### config.mk
export PLATFORM = sky130hd
export DESIGN_NAME = mc_control
export DESIGN_NICKNAME = d
export VERILOG_FILES = /design/src/rtl/mc_pkg.sv /design/src/rtl/mc_decode.sv /design/src/rtl/mc_control.sv
export SDC_FILE = /design/constraint.sdc
export NUM_CORES = 1
export LEC_CHECK = 0
export CAP_MARGIN = 15
export CORE_ASPECT_RATIO = 0.5
export CORE_MARGIN = 2
export CORE_UTILIZATION = 40
export CTS_BUF_LIST = sky130_fd_sc_hd__clkbuf_4 sky130_fd_sc_hd__clkbuf_8
export DETAILED_ROUTE_END_ITERATION = 8
export PLACE_DENSITY = 0.7
export SLEW_MARGIN = 20
export SYNTH_ARGS = -nofsm -noshare
export SYNTH_HDL_FRONTEND = slang
export SYNTH_SLANG_ARGS = --single-unit
### constraint.sdc
create_clock -name clk_i -period 4.5 [get_ports clk_i]
set_input_delay 0.675 -clock clk_i [delete_from_list [all_inputs] [get_ports clk_i]]
set_output_delay 0.675 -clock clk_i [all_outputs]
set_load 0.005 [all_outputs]
### src/rtl/mc_pkg.sv
// Shared encodings for the multicycle MIPS control sequencer: states, opcodes,
// instruction classes and datapath mux/ALU select values.
package mc_pkg;

  typedef enum logic [2:0] {
    StFetch  = 3'd0,
    StDecode = 3'd1,
    StExec   = 3'd2,
    StMemRd  = 3'd3,
    StMemWr  = 3'd4,
    StWb     = 3'd5,
    StBranch = 3'd6,
    StJump   = 3'd7
  } mc_state_e;

  typedef enum logic [3:0] {
    IcRtypeAdd,
    IcRtypeSub,
    IcOri,
    IcLui,
    IcLw,
    IcSw,
    IcBeq,
    IcJ,
    IcJal,
    IcIllegal
  } mc_iclass_e;

  localparam logic [5:0] OpRtype = 6'b000000;
  localparam logic [5:0] OpOri   = 6'b001101;
  localparam logic [5:0] OpLui   = 6'b001111;
  localparam logic [5:0] OpLw    = 6'b100011;
  localparam logic [5:0] OpSw    = 6'b101011;
  localparam logic [5:0] OpBeq   = 6'b000100;
  localparam logic [5:0] OpJ     = 6'b000010;
  localparam logic [5:0] OpJal   = 6'b000011;

  localparam logic [5:0] FnAddu  = 6'b100001;
  localparam logic [5:0] FnSubu  = 6'b100011;

  localparam logic [2:0] AluAdd  = 3'b000;
  localparam logic [2:0] AluSub  = 3'b001;
  localparam logic [2:0] AluOr   = 3'b010;
  localparam logic [2:0] AluLui  = 3'b011;

  localparam logic [1:0] NpcPlus4  = 2'b00;
  localparam logic [1:0] NpcBranch = 2'b01;
  localparam logic [1:0] NpcJump   = 2'b10;

  localparam logic [1:0] DstRt  = 2'b00;
  localparam logic [1:0] DstRd  = 2'b01;
  localparam logic [1:0] DstR31 = 2'b10;

  localparam logic [1:0] WbAlu  = 2'b00;
  localparam logic [1:0] WbMem  = 2'b01;
  localparam logic [1:0] WbLink = 2'b10;

endpackage

### src/rtl/mc_decode.sv
// Combinational op/funct to instruction-class decoder.
module mc_decode
  import mc_pkg::*;
(
  input  logic [5:0] op_i,
  input  logic [5:0] funct_i,
  output mc_iclass_e iclass_o
);

  always_comb begin
    iclass_o = IcIllegal;
    unique case (op_i)
      OpRtype: begin
        unique case (funct_i)
          FnAddu:  iclass_o = IcRtypeAdd;
          FnSubu:  iclass_o = IcRtypeSub;
          default: iclass_o = IcIllegal;
        endcase
      end
      OpOri:   iclass_o = IcOri;
      OpLui:   iclass_o = IcLui;
      OpLw:    iclass_o = IcLw;
      OpSw:    iclass_o = IcSw;
      OpBeq:   iclass_o = IcBeq;
      OpJ:     iclass_o = IcJ;
      OpJal:   iclass_o = IcJal;
      default: iclass_o = IcIllegal;
    endcase
  end

endmodule

### src/rtl/mc_control.sv
// Multicycle control FSM: sequences fetch/decode/exec/mem/writeback, throttles on
// mem_ready with a timeout abort, and counts retired instructions.
module mc_control
  import mc_pkg::*;
#(
  parameter int unsigned TIMEOUT = 16,
  parameter int unsigned CNT_W   = 32
) (
  input  logic             clk_i,
  input  logic             reset_ni,
  input  logic [5:0]       op_i,
  input  logic [5:0]       funct_i,
  input  logic             zero_i,
  input  logic             mem_ready_i,
  output logic             mem_req_o,
  output logic             IRWr_o,
  output logic             PCWr_o,
  output logic [1:0]       nPC_sel_o,
  output logic             RegWr_o,
  output logic [1:0]       RegDst_o,
  output logic [1:0]       MemtoReg_o,
  output logic             ALUSrc_o,
  output logic             ExtOp_o,
  output logic [2:0]       ALUctr_o,
  output logic             MemWr_o,
  output logic [2:0]       state_o,
  output logic             illegal_o,
  output logic             bus_err_o,
  output logic [CNT_W-1:0] retired_o
);

  localparam int unsigned WaitW = (TIMEOUT > 2) ? $clog2(TIMEOUT) : 1;

  mc_state_e        state_q, state_d;
  logic [WaitW-1:0] wait_q, wait_d;
  logic [CNT_W-1:0] retired_q;
  logic             retire;
  logic             timeout;
  mc_iclass_e       iclass;

  mc_decode u_decode (
    .op_i     (op_i),
    .funct_i  (funct_i),
    .iclass_o (iclass)
  );

  assign timeout = (wait_q == WaitW'(TIMEOUT - 1)) && !mem_ready_i;

  always_comb begin
    state_d    = state_q;
    wait_d     = '0;
    retire     = 1'b0;
    mem_req_o  = 1'b0;
    IRWr_o     = 1'b0;
    PCWr_o     = 1'b0;
    nPC_sel_o  = NpcPlus4;
    RegWr_o    = 1'b0;
    RegDst_o   = DstRt;
    MemtoReg_o = WbAlu;
    ALUSrc_o   = 1'b0;
    ExtOp_o    = 1'b0;
    ALUctr_o   = AluAdd;
    MemWr_o    = 1'b0;
    illegal_o  = 1'b0;
    bus_err_o  = 1'b0;

    // ALU controls set in EXEC stay asserted through the memory and writeback states.
    if (state_q inside {StExec, StMemRd, StMemWr, StWb}) begin
      unique case (iclass)
        IcRtypeAdd: ALUctr_o = AluAdd;
        IcRtypeSub: ALUctr_o = AluSub;
        IcOri: begin
          ALUSrc_o = 1'b1;
          ALUctr_o = AluOr;
        end
        IcLui: begin
          ALUSrc_o = 1'b1;
          ALUctr_o = AluLui;
        end
        IcLw, IcSw: begin
          ALUSrc_o = 1'b1;
          ExtOp_o  = 1'b1;
        end
        default: ;
      endcase
    end

    unique case (state_q)
      StFetch: begin
        mem_req_o = 1'b1;
        if (mem_ready_i) begin
          IRWr_o  = 1'b1;
          PCWr_o  = 1'b1;
          state_d = StDecode;
        end else if (timeout) begin
          bus_err_o = 1'b1;
          state_d   = StFetch;
        end else begin
          wait_d = wait_q + 1'b1;
        end
      end
      StDecode: begin
        unique case (iclass)
          IcJ, IcJal: state_d = StJump;
          IcBeq:      state_d = StBranch;
          IcIllegal: begin
            illegal_o = 1'b1;
            state_d   = StFetch;
          end
          default:    state_d = StExec;
        endcase
      end
      StExec: begin
        unique case (iclass)
          IcLw:    state_d = StMemRd;
          IcSw:    state_d = StMemWr;
          default: state_d = StWb;
        endcase
      end
      StMemRd, StMemWr: begin
        mem_req_o = 1'b1;
        MemWr_o   = (state_q == StMemWr);
        if (mem_ready_i) begin
          state_d = (state_q == StMemWr) ? StFetch : StWb;
          retire  = (state_q == StMemWr);
        end else if (timeout) begin
          bus_err_o = 1'b1;
          state_d   = StFetch;
        end else begin
          wait_d = wait_q + 1'b1;
        end
      end
      StWb: begin
        RegWr_o = 1'b1;
        if (iclass inside {IcRtypeAdd, IcRtypeSub}) RegDst_o = DstRd;
        if (iclass == IcLw) MemtoReg_o = WbMem;
        state_d = StFetch;
        retire  = 1'b1;
      end
      StBranch: begin
        ALUctr_o  = AluSub;
        ExtOp_o   = 1'b1;
        nPC_sel_o = NpcBranch;
        PCWr_o    = zero_i;
        state_d   = StFetch;
        retire    = 1'b1;
      end
      StJump: begin
        PCWr_o    = 1'b1;
        nPC_sel_o = NpcJump;
        if (iclass == IcJal) begin
          RegWr_o    = 1'b1;
          RegDst_o   = DstR31;
          MemtoReg_o = WbLink;
        end
        state_d = StFetch;
        retire  = 1'b1;
      end
      default: state_d = StFetch;
    endcase

    // Reset must silence every strobe immediately, not one edge later.
    if (!reset_ni) begin
      mem_req_o  = 1'b0;
      IRWr_o     = 1'b0;
      PCWr_o     = 1'b0;
      nPC_sel_o  = NpcPlus4;
      RegWr_o    = 1'b0;
      RegDst_o   = DstRt;
      MemtoReg_o = WbAlu;
      ALUSrc_o   = 1'b0;
      ExtOp_o    = 1'b0;
      ALUctr_o   = AluAdd;
      MemWr_o    = 1'b0;
      illegal_o  = 1'b0;
      bus_err_o  = 1'b0;
    end
  end

  always_ff @(posedge clk_i or negedge reset_ni) begin
    if (!reset_ni) begin
      state_q   <= StFetch;
      wait_q    <= '0;
      retired_q <= '0;
    end else begin
      state_q <= state_d;
      wait_q  <= wait_d;
      if (retire) retired_q <= retired_q + CNT_W'(1);
    end
  end

  assign state_o   = state_q;
  assign retired_o = retired_q;

endmodule

### Wire density map

Drawn at 4 px/µm. The die is cut into 22 by 12 equal tiles; dark blue is low, red is high, scaled to the fullest tile. Values are wire area over tile area, all layers added.
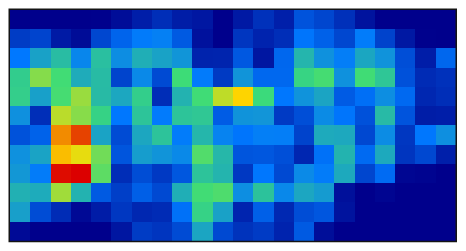
densest ninth of the die	middle left
fullest tile	0.56
emptiest ninth of the die	lower right
tiles over half the peak	9.1%
routed len/inst: 14.0 µm
all-layer global routing usage: 17.6%

### Routed metal, one colour a layer

Drawn at 4 px/µm. Two of the layers only.
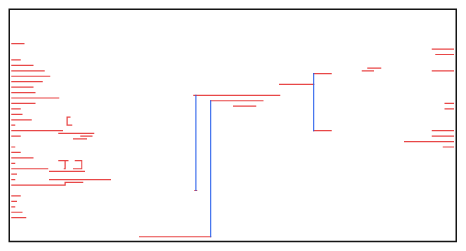
colour	layer	wire length
red	M3	315 µm
blue	M4	72.1 µm
total wire length: 5310 µm
overall via count from detail_route: 1985

### Sequential cells coloured by netlist name

Drawn at 6 px/µm.
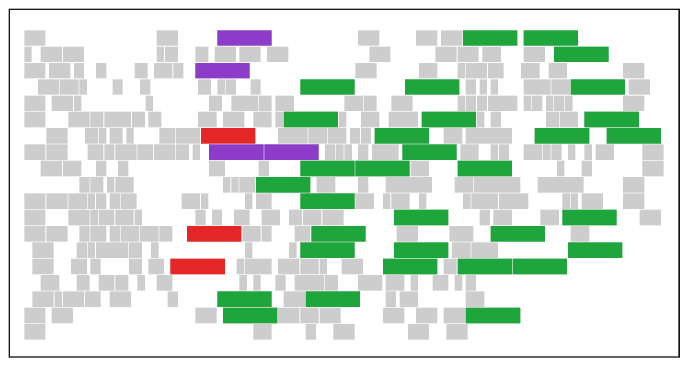
colour	netlist name	flops
purple	`wait_q`	4
green	`retired_o`	32
red	`state_o`	3
flip-flop and latch share of the layout cell area: 31.4%
post-route core utilization: 56.4%

==> notes.md <==
The gate-level netlist out of Yosys references 49 unique cell types. TritonCTS created 5 clock buffers. The tools report the power share of the clock group as 24.3%.

Summing over the stages, the warning tally comes to 26. Mean area per synthesized cell: 9.65 µm². With the post-synth tally of flip-flops with integrated enable at 0, the final critical-path required period is 3800 ps. Data on the critical path arrives at its endpoint at 3130 ps.

Non-clock buffering takes up 21.7% of total cell area after layout. The sequential cell area was 976 µm². The depth of the CTS H-tree was 2; the post-route standard cell area excluding fillers was 3110 µm². The flow reports power dissipated in sequential cells as 457 µW. The tree is rooted in a clkbuf_8. The area growth from synthesis to layout is 34.7%.

The run gives 3970 µm as the half-perimeter wire length after placement. The post-synthesis adder-cell area fraction came out at 1.08%. Per the final timing report, the hold violations number 0.

The run gives 29.9% for the simple-gate portion of the synthesized area. As reported, the later end of the worst-skew pair has a clock insertion delay of 290 ps. Measured against the total synthesized area, the mux share comes to 0%. The number of nets in the synthesized netlist is 257. The tightest hold path in the finished design has a slack of 480 ps. The iteration count recorded for the first detailed-route pass is 4. For the power share of the sequential group, the log shows 46.3%. The flow ran to the end, and the final reports show no timing, DRC or antenna violations.

Entering global routing, the biggest net connects 43 pins. The area of placed instances was 3020 µm². The category of the worst setup path launch point was a primary input.

The multi-input combinational cell area was 1240 µm². The largest total area in the synthesized netlist belongs to dfrtp_1. The synthesized netlist devotes 13.3% of its cell area to XOR and XNOR gates. The floorplan step defined a core boundary enclosing 5520 µm². After layout, the buffer instance count without clock buffers stands at 68.

The clock tree cell share of total cell area came out at 2.86%. The post-detailed-route via-to-cell ratio was 5.25; the sum of routed wire segments on met1 was 2320 µm. The worst-case setup margin in the final layout is 699 ps, and the floorplan row count is 19. The number of storage elements in the synthesis netlist is 39. Worst min-delay path category: primary input to asynchronous set/reset pin. The most frequently used flop master after synthesis is dfrtp_1. The floorplan core density is 41.8%, and the peak supply drop is 152 µV. The tools report the endpoint kind of the worst setup timing path as an output pin. The area of the mapped netlist was 2310 µm²; the cell count listed in synth_stat.txt was 239.

The tools report the DRC violation count after routing as 0. The finished layout holds 378 standard cells, fillers aside. In this run the worst setup path begins at op_i[3]. Cell internal power was estimated by the tool at 671 µW. For the number of maximum-capacitance violations, the log shows 0. The net switching power is 317 µW, and the count of cell instances traversed by the critical path is 6. The multi-input gate count is 180.

After Yosys synthesis, AND-OR and OR-AND compound gates account for 9.33% of the synthesized area. Among all stages on the critical path, the maximum delay recorded is 580 ps. In the finished design, the share of the clock period the worst path needs comes to 84.5%. Per the repair_timing log after CTS, setup buffers inserted total 0. The leakage dissipation was 0.00130 µW; the setup violation total in the final timing report was 0. With the number of cell instances on the worst register-to-register path at 5, the die width is 111 µm. The setup path with the least slack is of type primary input to output pin. The clock buffer count is 7, and the number of antenna violations at the first check in global routing is 0. The logs give 0 for the count of hold buffers inserted by post-cts repair and 239 for the number of instances in the synthesized netlist.
No activity file was given, so power comes from the tool's default toggle rates.
